Run 1, metal 1:
Supply wires on this layer in gray. Cells faint in the background.
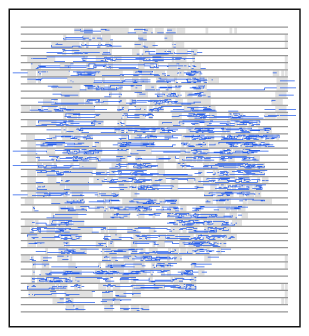
Run 1, cells by drive strength:
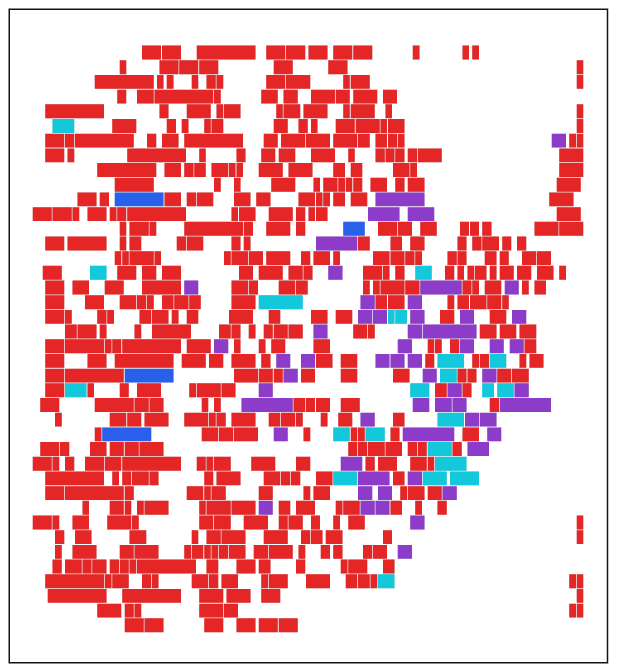
Run 1, clock distribution:
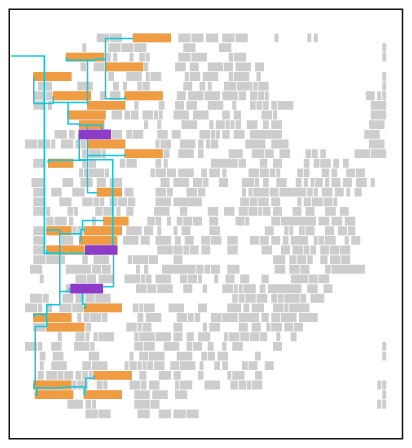
Run 1, placed cells, one color a class:
Bar = 20 um.
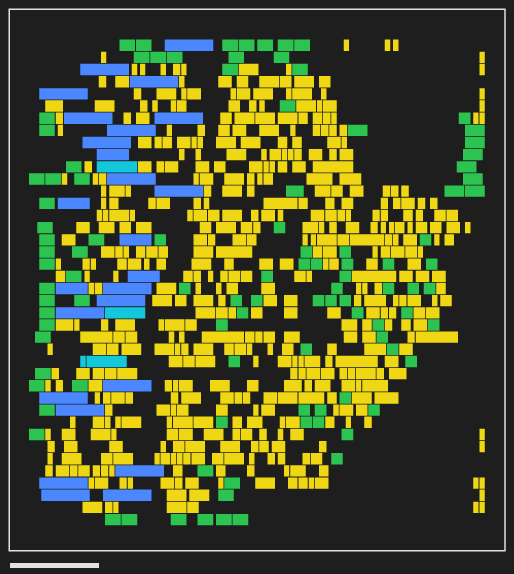
[config.mk]
export PLATFORM = sky130hd
export DESIGN_NAME = enemy_unit
export DESIGN_NICKNAME = d
export VERILOG_FILES = /design/src/rtl/enemy_unit.sv
export SDC_FILE = /design/constraint.sdc
export NUM_CORES = 1
export LEC_CHECK = 0
export CORE_ASPECT_RATIO = 1.1
export CORE_MARGIN = 4
export CORE_UTILIZATION = 37
export DETAILED_ROUTE_END_ITERATION = 10
export PLACE_DENSITY = 0.58
export SKIP_CTS_REPAIR_TIMING = 1
export SLEW_MARGIN = 20
export SYNTH_ARGS = -nofsm -noshare
export SYNTH_HDL_FRONTEND = slang
export SYNTH_SLANG_ARGS = --single-unit
[constraint.sdc]
create_clock -name Clk -period 13.2 [get_ports Clk]
set_input_delay 3.96 -clock Clk [delete_from_list [all_inputs] [get_ports Clk]]
set_output_delay 3.96 -clock Clk [all_outputs]
set_load 0.005 [all_outputs]
[src/rtl/enemy_unit.sv]
// One invader sprite: holds position, hit points and life state, moves on frame ticks,
// and draws itself against the VGA scan position. The parent ORs/sums every copy's outputs.
module enemy_unit #(
    parameter int KIND   = 0,
    parameter int WIDTH  = 50,
    parameter int HEIGHT = 44
) (
    input  logic       Clk,
    input  logic       Reset,
    input  logic       frame_clk,
    input  logic       delete_enemies,
    input  logic       hit,
    input  logic       is_playing,
    input  logic       enemy_direction_X,
    input  logic       enemy_direction_Y,
    input  logic [9:0] enemy_initial_x,
    input  logic [9:0] enemy_initial_y,
    input  logic [9:0] DrawX,
    input  logic [9:0] DrawY,
    input  logic       start,
    output logic       enemy_on,
    output logic [7:0] enemy_R,
    output logic [7:0] enemy_G,
    output logic [7:0] enemy_B
);

    localparam logic [1:0] ST_IDLE   = 2'd0;
    localparam logic [1:0] ST_ACTIVE = 2'd1;
    localparam logic [1:0] ST_DEAD   = 2'd2;

    localparam logic [1:0] HP_FULL = (KIND != 0) ? 2'd2 : 2'd1;

    logic [1:0] state_q, state_d;
    logic [9:0] x_q, x_d;
    logic [9:0] y_q, y_d;
    logic [1:0] hp_q, hp_d;
    logic       frame_prev_q, frame_prev_d;

    logic [10:0] box_right;
    logic [10:0] box_bottom;
    logic        in_x;
    logic        in_y;
    logic [9:0]  off_x;
    logic [9:0]  off_y;
    logic [9:0]  col;
    logic [9:0]  row;
    logic        corner;
    logic        eye;
    logic        move_strobe;
    logic        hit_accept;

    // Box edges use 11-bit sums so a sprite near the right/bottom edge never wraps to 0.
    always_comb begin
        box_right  = {1'b0, x_q} + 11'(WIDTH);
        box_bottom = {1'b0, y_q} + 11'(HEIGHT);
        in_x       = ({1'b0, DrawX} >= {1'b0, x_q}) && ({1'b0, DrawX} < box_right);
        in_y       = ({1'b0, DrawY} >= {1'b0, y_q}) && ({1'b0, DrawY} < box_bottom);
        off_x      = DrawX - x_q;
        off_y      = DrawY - y_q;
        col        = off_x / 10'd5;
        row        = off_y / 10'd4;
        corner     = ((col == 10'd0) || (col == 10'd9)) &&
                     ((row == 10'd0) || (row == 10'd1) || (row == 10'd9) || (row == 10'd10));
        eye        = (row == 10'd3) && ((col == 10'd3) || (col == 10'd6));
        enemy_on   = (state_q != ST_DEAD) && in_x && in_y && !corner;
    end

    // Eye cells are part of the sprite but stay black; everything off-sprite is zero.
    always_comb begin
        enemy_R = 8'h00;
        enemy_G = 8'h00;
        enemy_B = 8'h00;
        if (enemy_on && !eye) begin
            if (KIND == 0) begin
                enemy_G = 8'hFF;
            end else if (hp_q == 2'd2) begin
                enemy_R = 8'hFF;
                enemy_B = 8'hFF;
            end else begin
                enemy_R = 8'hFF;
                enemy_G = 8'h80;
            end
        end
    end

    assign move_strobe = frame_clk && !frame_prev_q;
    assign hit_accept  = hit && enemy_on && (state_q == ST_ACTIVE);

    always_comb begin
        state_d      = state_q;
        x_d          = x_q;
        y_d          = y_q;
        hp_d         = hp_q;
        frame_prev_d = frame_clk;
        if (delete_enemies) begin
            state_d = ST_DEAD;
        end else begin
            case (state_q)
                ST_IDLE: begin
                    if (start) begin
                        x_d     = enemy_initial_x;
                        y_d     = enemy_initial_y;
                        hp_d    = HP_FULL;
                        state_d = ST_ACTIVE;
                    end
                end
                ST_ACTIVE: begin
                    if (start) begin
                        x_d  = enemy_initial_x;
                        y_d  = enemy_initial_y;
                        hp_d = HP_FULL;
                    end else begin
                        if (move_strobe && is_playing) begin
                            x_d = enemy_direction_X ? (x_q + 10'd1) : (x_q - 10'd1);
                            if (enemy_direction_Y) begin
                                y_d = y_q + 10'd1;
                            end
                        end
                        if (hit_accept) begin
                            hp_d = hp_q - 2'd1;
                            if (hp_q == 2'd1) begin
                                state_d = ST_DEAD;
                            end
                        end
                    end
                end
                ST_DEAD: begin
                    if (start) begin
                        x_d     = enemy_initial_x;
                        y_d     = enemy_initial_y;
                        hp_d    = HP_FULL;
                        state_d = ST_ACTIVE;
                    end
                end
                default: begin
                    state_d = ST_IDLE;
                end
            endcase
        end
    end

    always_ff @(posedge Clk) begin
        if (!Reset) begin
            state_q      <= ST_IDLE;
            x_q          <= enemy_initial_x;
            y_q          <= enemy_initial_y;
            hp_q         <= HP_FULL;
            frame_prev_q <= 1'b0;
        end else begin
            state_q      <= state_d;
            x_q          <= x_d;
            y_q          <= y_d;
            hp_q         <= hp_d;
            frame_prev_q <= frame_prev_d;
        end
    end

endmodule

==> impl_metrics.tcl, run 1 <==
# place-and-route summary
set metrics [dict create \
    fin_crit_ns 12.96 \
    cpMostUsedCell "inv_1" \
    synth_top_area_share 0.1521 \
    hold_path.startpoint "hp_q[1]" \
    final_util 0.4825 \
    dr.pass1.iters 6 \
    edf_count 20 \
    ys.flops 25 \
    dr_total_vias 4025 \
    dieArea_sq_um 13340 \
    synth_cells 534 \
    slew_headroom 0.1782 \
    dp_slack_ns -0.3314 \
    startpoint_type "input pin" \
    gp_congestion 0.9459 \
    power-per-cell-area_nw_per_um2 124.2 \
    crit_start "DrawX[0]" \
    rows 40 \
    yosys_warnings 0 \
    reg2reg_depth 20 \
    antenna_found_initial 0 \
    worst-path-buf-inv 9 \
    setup_ws_ns 0.2426 \
    htree_levels 1 \
    fp_util 0.3849 \
    crit_arrival_ns 9.00 \
    grt_pass1_vias 3856 \
    clk_pin_slew_ns 0.06 \
    holdWs_ns 0.4711 \
    outcome "finished clean" \
    crit_slowest_cell "or4b_4" \
    use_met1 0.2031 \
    route.detailed.drc 0 \
    fin_crit_sh 0.9816 \
]
## Picture notes: 'metal 1'
- nets with wire on the layer: 645
- main direction: horizontal

## Picture notes: 'cells by drive strength'
- purple: drive 3 to 4 (cells 58)
- cyan: drive 2 (cells 22)
- blue: drive 6 and up (cells 4)
- red: drive 1 or less (cells 527)

## Picture notes: 'clock distribution'
- cyan: clock wires (length 412 um)
- orange: flip-flops (count 25)
- purple: cells driving clock nets (count 3)
- routed clock nets: 4

## Picture notes: 'placed cells, one color a class'
- cyan: clock drivers and dummy loads (cells 4)
- green: other buffers and delay cells (cells 101)
- yellow: all other logic (cells 481)
- blue: flops (cells 25)

-- run 1: synth_stat cells, drive strengths merged, types with 3 or more instances --
cell     number
ha           52
o21ai        46
nand2        45
xnor2        42
inv          36
buf          33
nor2         31
a21oi        29
a21o         24
edfxtp       20
nand3        14
nor3         11
clkbuf       10
xor2         10
nand4         8
a31oi         7
nand2b        7
o211ai        7
o31ai         7
nor2b         6
o21bai        6
dfxtp         5
mux2i         5
o21a          5
a211oi        4
a221oi        4
and2          4
and3          4
nor4          4
o22ai         4
a2111oi       3
a31o          3
o2bb2ai       3
-- run 1: cell type report --
type	instances	area, sq um	area share
Multi-Input combinational cell	445	3338	0.6226
Clock buffer	4	78.83	0.01470
Sequential cell	25	700.7	0.1307
Tap cell	147	183.9	0.03431
Inverter	36	135.1	0.02520
Timing Repair Buffer	101	924.6	0.1725
## Run 2: what changed since run 1
==> constraint.sdc (replaced) <==
create_clock -name Clk -period 13.2 [get_ports Clk]
set_input_delay 3.96 -clock Clk [delete_from_list [all_inputs] [get_ports Clk]]
set_output_delay 3.96 -clock Clk [all_outputs]
set_load 0.02 [all_outputs]
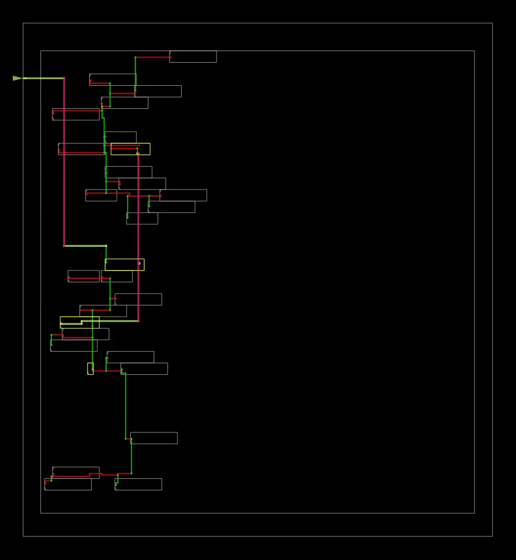
Run 2: clock wiring as the flow saved it
Clock Skew: 0.001357 ns
clock buffers: 4
clk sinks: 25
Clock Latency Late Sink: 0.26 ns

==> impl_metrics.tcl, run 2 <==
# place-and-route summary
set metrics [dict create \
    outcome "finished clean" \
    crit_arrival_ns 8.90 \
    synth_top_area_share 0.1521 \
    crit_slowest_cell "or4b_4" \
    hold_path.startpoint "hp_q[1]" \
    place_hpwl_um 9051 \
    setup_viol 0 \
    rows 40 \
    reg2reg_depth 22 \
    fp_util 0.3849 \
    drive_gt1_frac 0.1238 \
    ys.flops 25 \
    htree_levels 1 \
    crit_start "DrawX[0]" \
    slew_headroom 0.2118 \
    dieArea_sq_um 13340 \
    fin_cells 761 \
    setup_ws_ns 0.3450 \
    yosysTopAreaCell "ha_1" \
    edf_count 20 \
    holdWs_ns 0.4794 \
    worst-path-buf-inv 7 \
    path_class "in2out" \
    use_met1 0.1955 \
    final_util 0.4796 \
    fin_crit_sh 0.9739 \
    route.detailed.drc 0 \
    dr_total_vias 4042 \
    grt_pass1_vias 4085 \
    startpoint_type "input pin" \
    dr.pass1.iters 6 \
    yosys_warnings 0 \
    dp_slack_ns -0.3507 \
    slowest_delay_ns 0.58 \
    aoi_share 0.2876 \
    power-per-cell-area_nw_per_um2 122.7 \
    clk_pin_slew_ns 0.06 \
    yosys_cells 534 \
    gp_congestion 0.9306 \
    cts_buffers 3 \
    top_cells_by_count "ha_1, nand2_1, o21ai_0" \
    synth_cells 534 \
    top_cell "ha_1" \
]
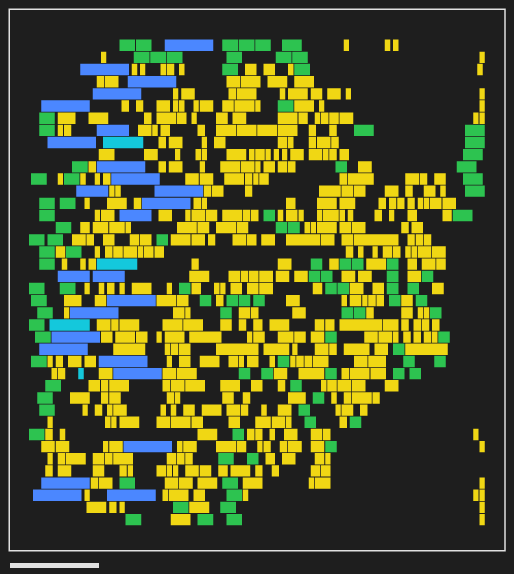
Run 2: placed cells, one color a class
Bar = 20 um.
- blue: flops (cells 25)
- green: other buffers and delay cells (cells 104)
- yellow: all other logic (cells 481)
- cyan: clock drivers and dummy loads (cells 4)

run 2: cell counts after synthesis:
Identical to the previous run, type by type.
run 2: layout make-up:
cell class / instances / area (sq um)
Clock buffer: 4 / 78.83
Fill cell: 1125 / 5782
Inverter: 36 / 135.1
Multi-Input combinational cell: 445 / 3284
Sequential cell: 25 / 700.7
Tap cell: 147 / 183.9
Timing Repair Buffer: 104 / 945.9
run 2: power breakdown:
group | switching [mW] | internal [mW] | total [mW]
Sequential | 0.00645 | 0.0924 | 0.0989
Combinational | 0.267 | 0.221 | 0.487
Clock | 0.0266 | 0.0413 | 0.0679
run 2: tightest hold or removal path, stage by stage, from the launching register on:
cell and delay (ns):
dfxtp_1 0.31, nand2_1 0.06, mux2i_1 0.06
Power figures rest on the tool's default switching activity, not on a simulated workload.
